File: config.mk
export PLATFORM = sky130hd
export DESIGN_NAME = spi_slv_modport
export DESIGN_NICKNAME = d
export VERILOG_FILES = /design/src/rtl/spi_slv_modport.sv
export SDC_FILE = /design/constraint.sdc
export NUM_CORES = 1
export LEC_CHECK = 0
export CELL_PAD_IN_SITES_DETAIL_PLACEMENT = 0
export CELL_PAD_IN_SITES_GLOBAL_PLACEMENT = 2
export CORE_UTILIZATION = 39
export CTS_BUF_LIST = sky130_fd_sc_hd__clkbuf_16
export DETAILED_ROUTE_END_ITERATION = 8
export DONT_BUFFER_PORTS = 1
export PLACE_DENSITY_LB_ADDON = 0.05
export SYNTH_ARGS = -nofsm -noshare
export SYNTH_HDL_FRONTEND = slang
export SYNTH_SLANG_ARGS = --single-unit
File: constraint.sdc
create_clock -name clk -period 6.4 [get_ports clk]
set_input_delay 1.28 -clock clk [delete_from_list [all_inputs] [get_ports clk]]
set_output_delay 1.28 -clock clk [all_outputs]
set_load 0.005 [all_outputs]
File: src/rtl/spi_slv_modport.sv
// SPI mode-0 slave that turns framed 32-bit register reads/writes into single-cycle register bus strobes.
// Build option: define SPI_ADDR_CHECK_EN to reject addresses >= ADDR_NUM (no strobe, status 0x03).
module spi_slv_modport #(
  parameter int ADDR_NUM    = 16,
  parameter int SYNC_STAGES = 2
) (
  input  logic        clk,
  input  logic        rst,
  input  logic        sck,
  input  logic        ss_n,
  input  logic        mosi,
  output logic        miso,
  output logic [31:0] reg_addr,
  output logic [31:0] reg_wdata,
  output logic        reg_we,
  output logic        reg_re,
  input  logic [31:0] reg_rdata
);

  // Register bus: reg_we / reg_re are one-clk strobes with reg_addr (and reg_wdata) stable
  // during the strobe; there is no back-pressure, and reg_rdata is taken 2 clk after reg_re.
  localparam logic [3:0] ST_IDLE   = 4'd0;
  localparam logic [3:0] ST_INSTR  = 4'd1;
  localparam logic [3:0] ST_GAP    = 4'd2;
  localparam logic [3:0] ST_ADDR   = 4'd3;
  localparam logic [3:0] ST_WDATA  = 4'd4;
  localparam logic [3:0] ST_RDUMMY = 4'd5;
  localparam logic [3:0] ST_WDUMMY = 4'd6;
  localparam logic [3:0] ST_RDATA  = 4'd7;
  localparam logic [3:0] ST_STATUS = 4'd8;
  localparam logic [3:0] ST_DONE   = 4'd9;

  localparam logic [1:0] OP_WRITE = 2'd0;
  localparam logic [1:0] OP_READ  = 2'd1;
  localparam logic [1:0] OP_BAD   = 2'd2;

  logic [SYNC_STAGES-1:0] sck_sync, ss_sync, mosi_sync;
  logic        sck_d, ss_d;
  logic        sck_s, ss_s, mosi_s;
  logic        sck_rise, sck_fall, ss_fall;
  logic [3:0]  state;
  logic [1:0]  op;
  logic [6:0]  edge_cnt, edge_n;
  logic [7:0]  instr_sr, instr_next, status_q;
  logic [31:0] addr_next, wdata_next, rdata_q;
  logic        rd_d1, is_bad, addr_over, addr_err;

  // The ss chain resets low so that a reset inside a frame waits for a fresh ss_n fall.
  always_ff @(posedge clk or posedge rst) begin
    if (rst) begin
      sck_sync  <= '0;
      ss_sync   <= '0;
      mosi_sync <= '0;
      sck_d     <= 1'b0;
      ss_d      <= 1'b0;
    end else begin
      sck_sync  <= {sck_sync[SYNC_STAGES-2:0], sck};
      ss_sync   <= {ss_sync[SYNC_STAGES-2:0], ss_n};
      mosi_sync <= {mosi_sync[SYNC_STAGES-2:0], mosi};
      sck_d     <= sck_s;
      ss_d      <= ss_s;
    end
  end

  assign sck_s      = sck_sync[SYNC_STAGES-1];
  assign ss_s       = ss_sync[SYNC_STAGES-1];
  assign mosi_s     = mosi_sync[SYNC_STAGES-1];
  assign sck_rise   = sck_s & ~sck_d;
  assign sck_fall   = ~sck_s & sck_d;
  assign ss_fall    = ~ss_s & ss_d;
  assign edge_n     = edge_cnt + 7'd1;
  assign instr_next = {instr_sr[6:0], mosi_s};
  assign addr_next  = {reg_addr[30:0], mosi_s};
  assign wdata_next = {reg_wdata[30:0], mosi_s};
  assign is_bad     = (op == OP_BAD);

`ifdef SPI_ADDR_CHECK_EN
  assign addr_over = (addr_next >= 32'(ADDR_NUM));
`else
  assign addr_over = (ADDR_NUM < 0);
`endif
  assign addr_err = addr_over & ~is_bad;

  // State names the field that the next rising sck edge belongs to.
  always_ff @(posedge clk or posedge rst) begin
    if (rst) begin
      state     <= ST_IDLE;
      op        <= OP_BAD;
      edge_cnt  <= '0;
      instr_sr  <= '0;
      status_q  <= '0;
      reg_addr  <= '0;
      reg_wdata <= '0;
      rdata_q   <= '0;
      rd_d1     <= 1'b0;
      reg_we    <= 1'b0;
      reg_re    <= 1'b0;
      miso      <= 1'b0;
    end else begin
      reg_we <= 1'b0;
      reg_re <= 1'b0;
      rd_d1  <= reg_re;
      if (rd_d1) rdata_q <= reg_rdata;
      if (ss_s) begin
        state <= ST_IDLE;
        miso  <= 1'b0;
      end else if (ss_fall) begin
        state     <= ST_INSTR;
        op        <= OP_BAD;
        edge_cnt  <= '0;
        instr_sr  <= '0;
        status_q  <= '0;
        reg_addr  <= '0;
        reg_wdata <= '0;
        rdata_q   <= '0;
        miso      <= 1'b0;
      end else if (state != ST_IDLE) begin
        if (sck_rise && state != ST_DONE) begin
          edge_cnt <= edge_n;
          case (state)
            ST_INSTR: begin
              instr_sr <= instr_next;
              if (edge_n == 7'd8) begin
                state <= ST_GAP;
                if (instr_next == 8'h00)      op <= OP_WRITE;
                else if (instr_next == 8'h01) op <= OP_READ;
                else                          op <= OP_BAD;
              end
            end
            ST_GAP: state <= ST_ADDR;
            ST_ADDR: begin
              reg_addr <= addr_next;
              if (edge_n == 7'd41) begin
                status_q <= {5'b0, is_bad, addr_err, ~is_bad};
                if (op == OP_READ) begin
                  state  <= ST_RDUMMY;
                  reg_re <= ~addr_err;
                end else begin
                  state <= ST_WDATA;
                end
              end
            end
            ST_WDATA: begin
              if (op == OP_WRITE) reg_wdata <= wdata_next;
              if (edge_n == 7'd73) begin
                state  <= ST_WDUMMY;
                reg_we <= (op == OP_WRITE) & ~status_q[1];
              end
            end
            ST_RDUMMY: if (edge_n == 7'd48) state <= ST_RDATA;
            ST_WDUMMY, ST_RDATA: if (edge_n == 7'd80) state <= ST_STATUS;
            ST_STATUS: if (edge_n == 7'd88) state <= ST_DONE;
            default: ;
          endcase
        end
        if (sck_fall) begin
          case (state)
            ST_RDATA: begin
              miso    <= rdata_q[31];
              rdata_q <= {rdata_q[30:0], 1'b0};
            end
            ST_STATUS: begin
              miso     <= status_q[7];
              status_q <= {status_q[6:0], 1'b0};
            end
            default: miso <= 1'b0;
          endcase
        end
      end
    end
  end

endmodule

==> changes_impl.md, run 1 <==
### Implementation results

* Comb area leader: AND-OR/OR-AND gates
* Slew Viols, Final at 0
* Status: finished, final reports clean
* GP Congestion at 0.8025
* Core region area at 0.01520 sq mm
* FP Util at 40.03%
* Fillers at 1431
* WP buf/inv at 0
* Logic area at 0.002450 sq mm
* Tcrit/Tclk final at 44.21%
* Final nets at 641
* Setup WS post-layout at 3571 ps
* Hold Path Sink: mosi_sync[1]
* Grt met3 use at 6.453%
* Share of async-settable or async-resettable flops after synthesis at 100.0%
* HPWL after DPL at 8.549 mm
* CP Capture Type: flop
* First-pass GRT wire length at 22.77 mm
* Reg-to-Reg End: reg_wdata[2]
* Adder-cell share of the synthesized area at 0.6168%
* Hold/Removal Path Class: flop to flop
* Clk slew on worst S/H paths at 60 ps
* Cell count after synthesis at 618
* Most frequent logic cell in the layout: nand2_1
* CTS tree: yes
* DRC errors left at 0
* Initial antenna violation count at 1
* R2R Path Start: state[1]
* Post-synth seq share at 55.94%
* Cells in synth_stat.txt at 618
* Fmax at 353.4 MHz
* Crit-path max FO at 43
* Resize count post-CTS at 0
* Area grow syn2layout at 11.47%
* Avg Cell Area, Syn at 9.848 sq um
* Layout Utilization at 44.63%
* Clock sink count at 136
==> run 1: registers in the layout, summed over array words and instances, names as in the netlist, 2 cells and up <==
name and flops:
edge_cnt 7, instr_sr 7, mosi_sync 2, op 2, rdata_q 32, reg_addr 32
reg_wdata 32, sck_sync 2, ss_sync 2, state 4, status_q 8
==> run 1: metal layers <==
layer / wire length, microns / part of all wire, % / vias to the layer above
met5: 0 / 0 / -
met4: 136 / 1.0 / 0
met1: 6245 / 46 / 2147
met2: 6150 / 46 / 105
li1: - / - / 2125
met3: 900 / 6.7 / 11
==> run 1: power by group <==
| part | leakage [nW] | switching [mW] | total (mW) | internal, mW |
|---|---|---|---|---|
| clock network | 0.276 | 0.382 | 0.956 | 0.574 |
| logic | 0.682 | 0.0516 | 0.0691 | 0.0175 |
| registers | 1.87 | 0.0214 | 0.899 | 0.878 |
run_1/pdn.png
The bar under the picture is 50 microns long. Pins as bars on the die edge.
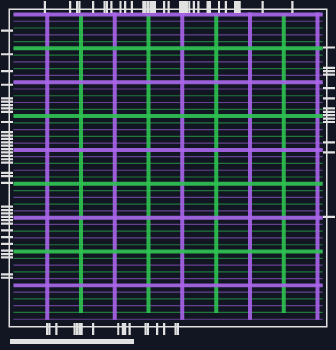
legend:
  VSS:
    color: purple
  VDD:
    color: green
met5 straps: 9
rows: 45
signal pins: 104
met1 rails: 46

run_1/cell_classes.png
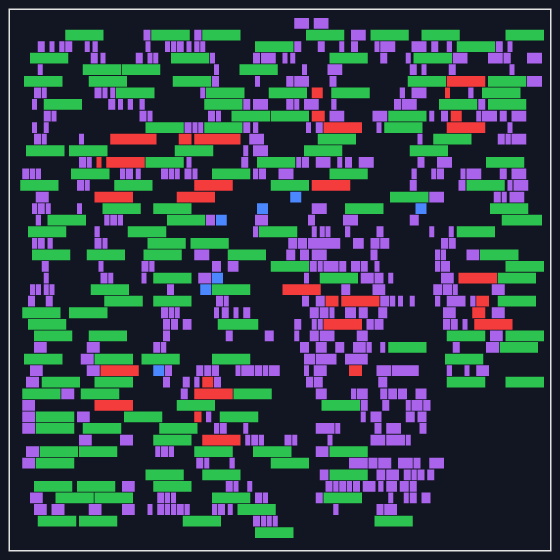
legend:
  clock drivers and dummy loads:
    color: red
    cells: 31
  other buffers and delay cells:
    color: blue
    cells: 7
  all other logic:
    color: purple
    cells: 439
  flip-flops:
    color: green
    cells: 136

run_1/clock_map.png
The bar under the picture is 50 microns long.
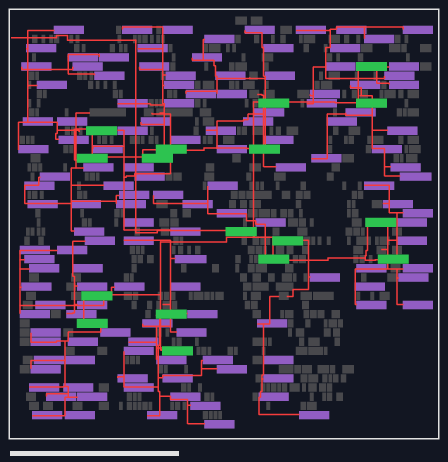
legend:
  cells driving clock nets:
    color: green
    count: 17
  clock wires:
    color: red
    length: 1810 microns
  flip-flops:
    color: purple
    count: 136
routed clock nets: 18
Layout Skew: 11.54 ps
Late-Pin Clk Latency: 420 ps
clock share of power: 49.7%
clk pwr: 956 uW

==> run 2: changes to the inputs <==
CORE_UTILIZATION = 36   (was 39)
clock period = 2.29 ns   (was 6.4 ns; I/O delays follow)
run_2/final_clocks.png
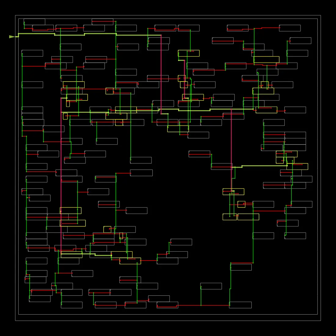
Layout Skew: 11.83 ps
Seq Cell Count: 136

==> run 2 against run 1 <==
Clock power rose to 2.9 times the previous value. Global-route usage fell by 1.1 points. Non-clock buffer count rose by 21. Die size rose by 8.2%. Sequential share of layout area fell by 2.3 points. Combinational power rose to 3.3 times the previous value. Count of clock-buffer cells in the layout did not move. Area after synthesis did not move. Maximum frequency rose by 32%. Wire length rose by 5.0%. Sequential power rose to 2.8 times the previous value.
==> changes_impl.md, run 2 <==
### Implementation results

* Status: finished, final reports clean
* HPWL after DPL at 9.048 mm (+5.8%)
* R2R Path Start: edge_cnt[0]
* Initial antenna violation count at 0 (-1)
* Adder-cell share of the synthesized area at 0.6168% (unchanged)
* WP buf/inv at 0 (unchanged)
* Comb area leader: AND-OR/OR-AND gates
* DRC errors left at 0 (unchanged)
* Tcrit/Tclk final at 93.65% (+49 points)
* Logic area at 0.002481 sq mm (+1.3%)
* Top Metal Used: met4
* Fmax at 466.3 MHz (+32%)
* Internal at 4.148 mW (+180%)
* Sequential power share at 45.8% (-0.9 points)
* Clock share of power at 50.1% (+0.4 points)
* Fillers at 1611 (+13%)
* Met1 Wirelength at 6.726 mm (+7.7%)
* Avg Cell Area, Syn at 9.848 sq um (unchanged)
* Clk slew on worst S/H paths at 60 ps (about the same)
* CP Capture Type: flop
* Largest regs: rdata_q x32, reg_addr x32, reg_wdata x32
* Layout Utilization at 43.00% (-1.6 points)
* Hold/Removal Path Class: input pin to asynchronous set/reset pin
* Cell count after synthesis at 618 (unchanged)
* Met3 WL post-DR at 782 microns (-13%)
* GP Congestion at 0.8565 (+6.7%)
* Most frequent logic cell in the layout: nand2_1
* Grt met3 use at 5.229% (-1.2 points)
* Area grow syn2layout at 16.76%
* CTS tree: yes
* Clock sink count at 136 (unchanged)
* Late-Pin Clk Latency at 420 ps (about the same)
* Final nets at 662 (+3.3%)
* Share of async-settable or async-resettable flops after synthesis at 100.0% (unchanged)
* Switching share of power at 24.30% (+0.65 points)
* Setup WS post-layout at 145.5 ps (-3425 ps)
* Met2 WL at 6.447 mm (+4.8%)
* Crit-path max FO at 8 (-81%)
run_2/pdn.png
The bar under the picture is 50 microns long. Pins as bars on the die edge.
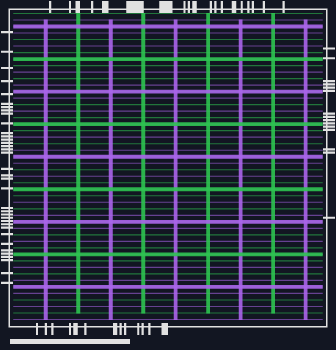
core region area: 0.01652 sq mm
Die W: 132.0 microns
die y size: 132.0 microns
worst-case vdd ir drop: 0.4654 mV

run 2: cell count changes in the layout (fill, tap and decap cells not counted), moves of 2 or more:
cell        change
clkinvlp_4      -2
clkinv_4        +3
buf_4          +15
buf_12          +6
run 2: power groups by stage:
| stage | clock [mW] | sequential, mW | combinational, mW |
|---|---|---|---|
| 3_3_place_gp | 0 | 2.55 | 0.228 |
| 5_1_grt | 2.95 | 2.51 | 0.265 |
| 3_5_place_dp | 0 | 2.55 | 0.234 |
| 6_report | 2.74 | 2.51 | 0.229 |
| 2_1_floorplan | 0 | 2.53 | 0.164 |
| 4_1_cts | 2.84 | 2.51 | 0.235 |
run 2: repair_timing:
item                                    CTS  global route
resized                                   1             7
endpoints found under the setup margin    7            14
pin swaps                                 0             1
hold endpoints to repair                  0             0
setup buffers                             0             0
==> run 3: changes to the inputs <==
PLACE_DENSITY = 0.81   (was not set)
PLACE_DENSITY_LB_ADDON = not set   (was 0.05)
==> run 3 against run 2 <==
Final cell count is 0.23% higher. Clock skew fell by 5.4 ps. Utilization up 0.083 points. Via count decreased by 0.45%. Largest power group unchanged.
==> changes_impl.md, run 3 <==
### Implementation results

* R2R Path Start: edge_cnt[0]
* Crit-path max FO at 8 (unchanged)
* Status: finished, final reports clean
* Met1 Wirelength at 6.498 mm (-3.4%)
* GP Congestion at 0.8032 (-6.2%)
* DRC errors left at 0 (unchanged)
* HPWL after DPL at 8.734 mm (-3.5%)
* Die y size at 132.0 microns (unchanged)
* Post-CTS Repair Setup Buffers at 0 (unchanged)
* Seq Cell Count at 136 (unchanged)
* Comb pwr at 226 uW (about the same)
* Switching share of power at 22.77% (-1.5 points)
* Seq pwr at 2.51 mW (about the same)
* Area grow syn2layout at 16.98%
* Top Metal Used: met4
* Avg Cell Area, Syn at 9.848 sq um (unchanged)
* Setup WS post-layout at 123.9 ps (-21.57 ps)
* CTS tree: yes
* Die W at 132.0 microns (unchanged)
* Worst-case vdd ir drop at 0.5116 mV (+9.9%)
* Hold/Removal Path Class: input pin to flop
* Most frequent logic cell in the layout: nand2_1
* Layout Utilization at 43.08% (+0.083 points)
* Fillers at 1560 (-3.2%)
* Sequential power share at 44.6% (-1.2 points)
* Cell count after synthesis at 618 (unchanged)
* Largest regs: rdata_q x32, reg_addr x32, reg_wdata x32
* Logic area at 0.002464 sq mm (-0.71%)
* Comb area leader: AND-OR/OR-AND gates
* Share of async-settable or async-resettable flops after synthesis at 100.0% (unchanged)
* Adder-cell share of the synthesized area at 0.6168% (unchanged)
* Fmax at 461.7 MHz (-1.0%)
* Final nets at 664 (+0.30%)
* Resize count post-CTS at 0 (-1)
* WP buf/inv at 0 (unchanged)
* Tcrit/Tclk final at 94.59% (+0.94 points)
* Largest Pwr Group: the clock network
* Internal at 4.350 mW (+4.9%)
* Basic Gates by Area at 16.57%
* Clk slew on worst S/H paths at 60 ps (about the same)
## run 3: netlist changes by cell type in the layout (fill, tap and decap cells not counted), moves of 2 or more
cell and change:
buf_4 +3, bufinv_16 +2, clkinv_2 +2, clkinv_4 -3, clkinvlp_4 +2
## run 3: how the worst max path moves through the flow
| stage | start | end | slack [ps] | cells after the start |
|---|---|---|---|---|
| after floorplan | rst | edge_cnt[0] | 140 | 1 |
| after global placement | state[3] | status_q[7] | 120 | 6 |
| after detailed placement | edge_cnt[1] | state[2] | 110 | 8 |
| after CTS | edge_cnt[1] | state[2] | 100 | 8 |
| after global routing | edge_cnt[4] | state[2] | 20 | 7 |
| final | edge_cnt[0] | state[2] | 120 | 8 |
run_3/final_clocks.png
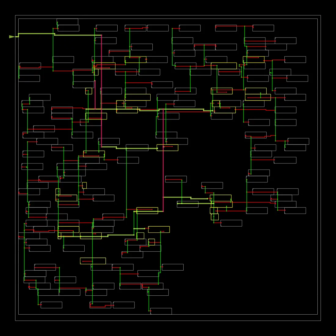
CTS Buf Count: 17
clock sink count: 136

run_3/clock_map.png
The bar under the picture is 50 microns long.
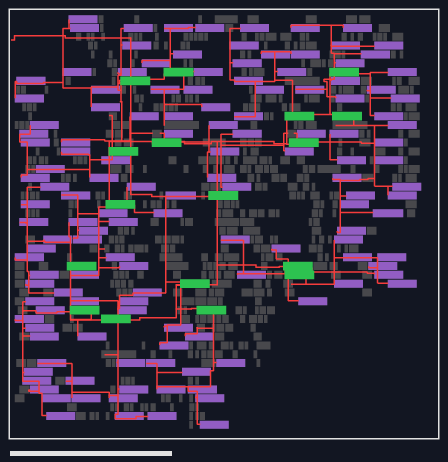
Late-Pin Clk Latency: 410 ps
clk pwr: 2.90 mW
clock share of power: 51.4%
Layout Skew: 6.391 ps

No activity file was given, so power comes from the tool's default toggle rates.
